<file path="config.mk">
export PLATFORM = sky130hd
export DESIGN_NAME = stack_sequencer_flat
export DESIGN_NICKNAME = d
export VERILOG_FILES = /design/src/rtl/stack_sequencer_if.sv /design/src/rtl/stack_sequencer.sv /design/src/flat_wrapper.sv
export SDC_FILE = /design/constraint.sdc
export NUM_CORES = 1
export LEC_CHECK = 0
export CAP_MARGIN = 40
export CORE_ASPECT_RATIO = 2
export CORE_MARGIN = 3
export CORE_UTILIZATION = 49
export DETAILED_ROUTE_END_ITERATION = 10
export PLACE_DENSITY = 0.83
export SYNTH_ARGS = -nofsm -noshare
export SYNTH_HDL_FRONTEND = slang
export SYNTH_SLANG_ARGS = --single-unit
</file>
<file path="constraint.sdc">
create_clock -name clk -period 2.7 [get_ports clk]
set_input_delay 0.54 -clock clk [delete_from_list [all_inputs] [get_ports clk]]
set_output_delay 0.54 -clock clk [all_outputs]
set_load 0.05 [all_outputs]
</file>
<file path="src/rtl/stack_sequencer_if.sv">
// rtl/stack_sequencer_if.sv - memory access bus between the stack sequencer and memory
interface stack_sequencer_if #(
  parameter int ADDR_W = 16
);
  logic              mem_req;
  logic              mem_we;
  logic [ADDR_W-1:0] mem_addr;
  logic [3:0]        byte_sel;
  logic              mem_ack;

  modport master (
    output mem_req, mem_we, mem_addr, byte_sel,
    input  mem_ack
  );

  modport slave (
    input  mem_req, mem_we, mem_addr, byte_sel,
    output mem_ack
  );
endinterface

</file>
<file path="src/rtl/stack_sequencer.sv">
// rtl/stack_sequencer.sv - sequences 6809 PSHS/PSHU/PULS/PULU byte transfers
module stack_sequencer #(
  parameter int ADDR_W = 16
) (
  input  logic              clk,
  input  logic              reset,
  input  logic              start,
  input  logic              pull,
  input  logic [7:0]        mask,
  input  logic [ADDR_W-1:0] sp_in,
  stack_sequencer_if.master bus,
  output logic [ADDR_W-1:0] sp_out,
  output logic              sp_we,
  output logic              busy,
  output logic              done
);
  typedef enum logic [1:0] {IDLE, XFER, DONE} state_t;

  state_t            state;
  state_t            state_next;
  logic              pull_q;
  logic [11:0]       pending;
  logic [ADDR_W-1:0] sp;
  logic [3:0]        cur;
  logic [11:0]       pending_after;
  logic              last;
  logic              xfer;

  // One pending bit per register byte, indexed by byte_sel code.
  function automatic logic [11:0] expand(input logic [7:0] m);
    expand = {m[7], m[7], m[6], m[6], m[5], m[5], m[4], m[4], m[3:0]};
  endfunction

  // Push visits the highest pending byte first, pull the lowest.
  always_comb begin
    cur = 4'd0;
    if (pull_q) begin
      for (int i = 11; i >= 0; i--) begin
        if (pending[i]) cur = 4'(i);
      end
    end else begin
      for (int i = 0; i < 12; i++) begin
        if (pending[i]) cur = 4'(i);
      end
    end
  end

  assign pending_after = pending & ~(12'd1 << cur);
  assign last          = (pending_after == 12'd0);
  assign xfer          = (state == XFER);

  always_ff @(posedge clk) begin
    if (reset) state <= IDLE;
    else       state <= state_next;
  end

  always_comb begin
    state_next = state;
    case (state)
      IDLE:    if (start) state_next = (mask == 8'd0) ? DONE : XFER;
      XFER:    if (bus.mem_ack && last) state_next = DONE;
      DONE:    state_next = IDLE;
      default: state_next = IDLE;
    endcase
  end

  always_ff @(posedge clk) begin
    if (reset) begin
      pull_q  <= 1'b0;
      pending <= 12'd0;
      sp      <= '0;
    end else begin
      case (state)
        IDLE: begin
          if (start) begin
            pull_q  <= pull;
            pending <= expand(mask);
            sp      <= sp_in;
          end
        end
        XFER: begin
          if (bus.mem_ack) begin
            pending <= pending_after;
            sp      <= pull_q ? sp + ADDR_W'(1) : sp - ADDR_W'(1);
          end
        end
        default: ;
      endcase
    end
  end

  assign bus.mem_req  = xfer;
  assign bus.mem_we   = xfer && !pull_q;
  assign bus.mem_addr = xfer ? (pull_q ? sp : sp - ADDR_W'(1)) : '0;
  assign bus.byte_sel = xfer ? cur : 4'd0;

  assign busy   = (state != IDLE);
  assign done   = (state == DONE);
  assign sp_we  = (state == DONE);
  assign sp_out = sp;
endmodule

</file>
<file path="src/flat_wrapper.sv">
// flat-port wrapper written by rule: the top's interface ports become plain ports
module stack_sequencer_flat 
#(
  parameter int ADDR_W = 16
)
  (clk, reset, start, pull, mask, sp_in, sp_out, sp_we, busy, done, bus_mem_req, bus_mem_we, bus_mem_addr, bus_byte_sel, bus_mem_ack);
  stack_sequencer_if #(.ADDR_W(ADDR_W)) bus_i ();
  input  logic clk;
  input  logic reset;
  input  logic start;
  input  logic pull;
  input  logic [7:0] mask;
  input  logic [ADDR_W-1:0] sp_in;
  output logic [ADDR_W-1:0] sp_out;
  output logic sp_we;
  output logic busy;
  output logic done;
  output wire logic [$bits(bus_i.mem_req)-1:0] bus_mem_req;
  output wire logic [$bits(bus_i.mem_we)-1:0] bus_mem_we;
  output wire logic [$bits(bus_i.mem_addr)-1:0] bus_mem_addr;
  output wire logic [$bits(bus_i.byte_sel)-1:0] bus_byte_sel;
  input wire logic [$bits(bus_i.mem_ack)-1:0] bus_mem_ack;
  assign bus_mem_req = bus_i.mem_req;
  assign bus_mem_we = bus_i.mem_we;
  assign bus_mem_addr = bus_i.mem_addr;
  assign bus_byte_sel = bus_i.byte_sel;
  assign bus_i.mem_ack = bus_mem_ack;
  stack_sequencer #(.ADDR_W(ADDR_W)) u_core (.clk(clk), .reset(reset), .start(start), .pull(pull), .mask(mask), .sp_in(sp_in), .bus(bus_i), .sp_out(sp_out), .sp_we(sp_we), .busy(busy), .done(done));
endmodule
</file>
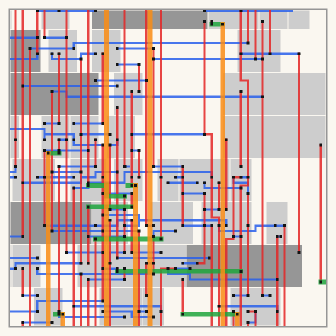
(images/zoom.png)
Window x 33 to 53, y 71 to 91 um. Cells in gray, sequential cells in the stronger gray; small squares are vias.
- red: met2
- blue: met1
- green: met3
- orange: met4
- netlist names of flops here include: u_core.pending (3)
- most frequent: a21oi_1 (6), o21ai_0 (5), buf_4 (5)
- sequential cells in the window: 3
- cells with their middle in the window: 31

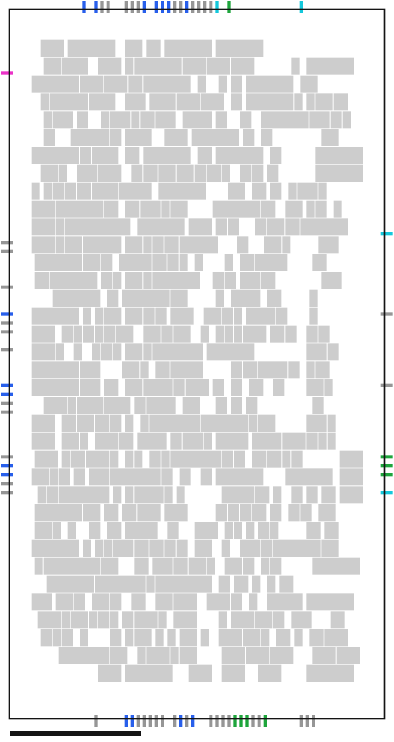
(images/pins.png)
Scale bar: 20 um. Pins as bars across the die edge, other pins in gray.
- green: mask (pins 8; direction input; edge 4 bottom, 3 right, 1 top)
- blue: bus_mem_addr (pins 16; direction output; edge 7 top, 5 left, 4 bottom)
- cyan: bus_byte_sel (pins 4; direction output; edge 2 right, 2 top)
- magenta: clk (pins 1; direction input; edge left)
- all pins by edge: 25 bottom, 21 top, 17 left, 7 right

==> flow_results.org <==
#+TITLE: Flow metrics

** CTS
- As reported, the later end of the worst-skew pair has a clock insertion delay of 280 ps.
- Once the clock tree was built, the resizer swapped 8 gates to a different size.
- CTS placed an instance of clkbuf_8 at the clock tree root.
- Clock Tree Buf Depth :: 2
- The clock net in this run drives a total of 31 sinks.
- The report puts the hold buffer count at CTS at 0.
- Counting the buffers created by CTS gives 5.
- TritonCTS built the clock tree.
- Post-CTS setup buffer count :: 5
- Clock-pin transition on the worst setup and hold timing paths :: 70 ps
- The H-tree was split into 2 levels.

** Final timing
- The final timing report lists a hold violation count of 0.
- The final report lists the setup-violating endpoint count as 5.
- In this build the clock could be raised as far as 358 MHz.
- Once routing completed, OpenROAD measured the worst setup slack at -93.9 ps.
- On the final layout, the worst clock skew is 2.28 ps.
- At the pin with the least slew margin, the transition time is 867 ps.
- Setup repair after global routing could not meet its margin everywhere.
- Slew margin rel. :: 0.422
- For the finished layout, the period the worst path requires is 2790 ps.
- Final Cycle Share :: 1.03
- Final Max-Slew Violation Tally :: 0

** Cells and area
- Leaving out filler cells and counting taps, the final layout contains 510.
- The register with the most flip-flops in the layout has 16 of them.
- In the layout the commonest cells are 50 x nor2_1, 50 x a21oi_1, 47 x clkdlybuf4s50_1.
- In this run the layout overhead on the synthesized area is reported as 48.1%.
- According to the finish report, the design has a final net count of 485.
- Once layout is complete, the utilization of the core stands at 0.759.
- The number of antenna diodes in the final layout is 0.
- Fraction of final layout cells sized beyond drive strength 1 :: 0.201
- Final standard cell area without fillers :: 3760 um2

** Synth
- The cell count after synthesis came out at 377.
- The share of the Yosys chip area taken by registers is 0.244.
- Synth Area per Inst :: 6.74 um2
- The largest total area in the synthesized netlist belongs to dfxtp_1.
- Top FF cell, synth :: dfxtp_1
- Synth unique cells :: 51
- After synthesis, the share of flip-flops with an asynchronous set or reset is 0.
- The mapped netlist covers 2540 um2.
- Of the post-synthesis cell area, the dominant cell type holds 0.244.
- For this design, Yosys synthesis ends with a cell count of 377.
- Syn_nets :: 410
- The synthesized design contains 31 register bits.
- Biggest area cells :: dfxtp_1 24%, a21oi_1 10%, nor2_1 7.8%
- The synthesized design contains 0 enable-type register cells.
- Counting the warning lines in the Yosys log gives 0.
- Yosys chip area :: 2540 um2

** Drt
- Per the detail_route log, met3 wirelength is 431 um.
- The count of nets left with antenna violations once routing finished came out at 0.
- DR vias/cell :: 6.25
- Total number of vias :: 3188
- Metal1 wirelength :: 3.16 mm
- For this run, the detailed router's first-pass iteration total came to 4.
- For this block, the routed nets add up to 9.44 mm of wire.
- WL per Instance :: 18.5 um
- For this run, design rule violations remaining after detail routing come to 0.
- Highest metal layer with signal wires :: met4
- In this run, the number of DRC markers left after iteration 0 of detailed routing was 195.
- Per the detail_route log, met2 wirelength is 5.11 mm.

** Floorplanning
- DIE HEIGHT :: 108 um
- The chip occupies 6140 um2.
- The core region is 4950 um2.
- Effective utilization at floorplan :: 0.513
- Number of rows in the core area :: 36
- Chip Width :: 56.9 um
- According to the I/O placement log, the pin count is 70.

** Critical path
- Endpoint kind of the worst setup timing path :: output port
- The data arrival time reported for the critical path is 2250 ps.
- Looking at the critical path, the highest net fanout was 4.
- Reg-to-reg slack, setup :: 150 ps
- Startpoint kind of the worst setup timing path :: flop
- The worst register-to-register path depth is 9.
- According to the timing report, the critical path is captured at bus_mem_addr[10].
- In this run the critical register-to-register path is launched from u_core.pending[11].
- Max stage delay on crit path :: 470 ps
- Number of logic stages on the critical path including buffering :: 6
- Slowest cell on the critical path :: or4_4
- Listed in order, past its start point the critical path passes nor4_4, nand3_2, or4_4, or3_4, a21oi_4, buf_12.
- Bufs and invs on worst path :: 1
- Worst Setup SP :: u_core.pull_q
- Path type of the worst setup path :: reg -> out
- Gate family responsible for the most delay along the worst path :: simple AND/OR/NAND/NOR gates
- STA lists the endpoint of the worst register-to-register path as u_core.state[0].
- According to the timing report, the data required time at the worst endpoint equals 2160 ps.

** GRT
- Largest net degree at the start of global routing :: 43
- Total global-route track usage :: 0.315
- The number of antenna violations at the first check in global routing was 0.
- Routing resource usage on met1 recorded by global route was 0.315.
- The global routing report lists met3 layer usage as 0.0420.
- met2 track demand over resource after global routing is 0.565.
- Busiest metal layer after global routing :: met2
- Vias in the first global route :: 3105
- The total overflow left after global routing is 0.
- Wire length of the first global-routing pass :: 15.1 mm

** Job
- The run reported a max-capacitance violation count of 0.
- The stage logs contain a warning count of 31.

** Power and ir drop
- Power per Cell Area :: 660 nW/um2
- The analysis reports a worst IR drop on VDD of 0.000549 V.
- The switching component of the power was reported as 1.14 mW.
- Final total power :: 2.48 mW
- Switch share :: 0.458
- Power Internal :: 1.35 mW
- Portion of total power attributed to the clock network :: 0.167
- Leakage power :: 1.46 nW
- The share of total power dissipated in combinational logic is 0.601.
- Relative contribution of sequential cells to total power :: 0.233

** Place
- Buffers on Ports :: 69
- Gpl congestion :: 0.916
- Final HPWL DP :: 6.97 mm
- Number of cells in the design after placement :: 497
- The post-placement cell area is 3570 um2.

** Hold path
- Hold analysis shows the worst path with a depth of 2.
- The launch point of the worst min-delay path is recorded as u_core.pending[2].
- The path with the worst hold slack has its endpoint at u_core.pending[2].
- Kind of path behind the tightest hold check :: reg -> reg

** Status
- The run finished, with violations left.
- Failing checks :: negative setup slack
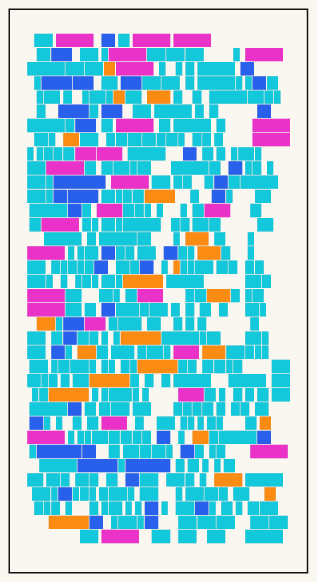
(images/drive_strength.png)
- cyan: drive 1 or less (cells 362)
- magenta: drive 6 and up (cells 27)
- orange: drive 2 (cells 22)
- blue: drive 3 to 4 (cells 42)

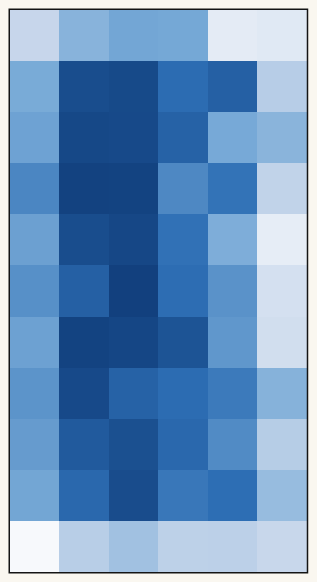
(images/density.png)
6 x 11 tiles, from white (low) to dark blue (high), 0 to 100% covered.
- tiles over 75% full: 39%
- mean over tiles: 60%
- fullest tile: 93%
- densest ninth of the die: center

==> logic make-up (layout without fill, tap and decap cells) <==
group           count (synthesis)  after routing  synth area share
buf+inv                        38            114            0.0645
compound gates                129            129             0.315
simple gates                  161            161             0.308
xor+xnor                       12             12            0.0414
mux                             2              2           0.00788
flops                          31             31             0.244
fa+ha+maj                       4              4            0.0197
==> through the flow <==
step / setup WS [ps] / setup TNS [ps] / hold WS, ps
after floorplan: -11.0 / -21.8 / 483
after global placement: 142 / 0 / 513
after detailed placement: 106 / 0 / 544
after CTS: -54.9 / -143 / 553
after global routing: -152 / -677 / 579
final: -93.9 / -390 / 550
==> Yosys cell counts, types with 3 or more instances <==
master    instances
nor2b_1           3
o31ai_1           7
and3_1            5
nand2_1          42
a211oi_1          5
or3_1             8
a31oi_1          11
nor4_1            5
o22ai_1           3
nand3_1           8
a21oi_1          53
nor2_1           53
a22oi_1           4
and2_1            8
xnor2_1           7
ha_1              4
xor2_1            5
dfxtp_1          31
inv_1             9
buf_2             5
nand2b_1          6
o21ai_0          27
nor3_1           12
clkbuf_1         18
==> cell type report <==
class	count	area (um2)
multi-input cells	308	1850
clock buffers	8	100
repair buffers	96	1070
inverters	10	37.5
flip-flops and latches	31	636
well taps	57	71.3
fillers	371	1190
==> worst reg2reg max path: stages (launching register included) <==
cell and delay, ps:
dfxtp_1 490, nand2b_1 100, a221oi_1 440, o311ai_1 240
nand2_1 170, buf_12 150, nor2_1 60, a31oi_1 300
a21oi_1 130, a2111oi_2 380
==> power groups by stage <==
stage / combinational, mW / clock (mW) / sequential (mW)
finish: 1.49 / 0.414 / 0.578
global route: 1.58 / 0.440 / 0.586
CTS: 1.46 / 0.415 / 0.572
detailed placement: 1.40 / 0 / 0.584
global placement: 1.38 / 0 / 0.580
floorplan: 0.812 / 0 / 0.662
No activity file was given, so power comes from the tool's default toggle rates.
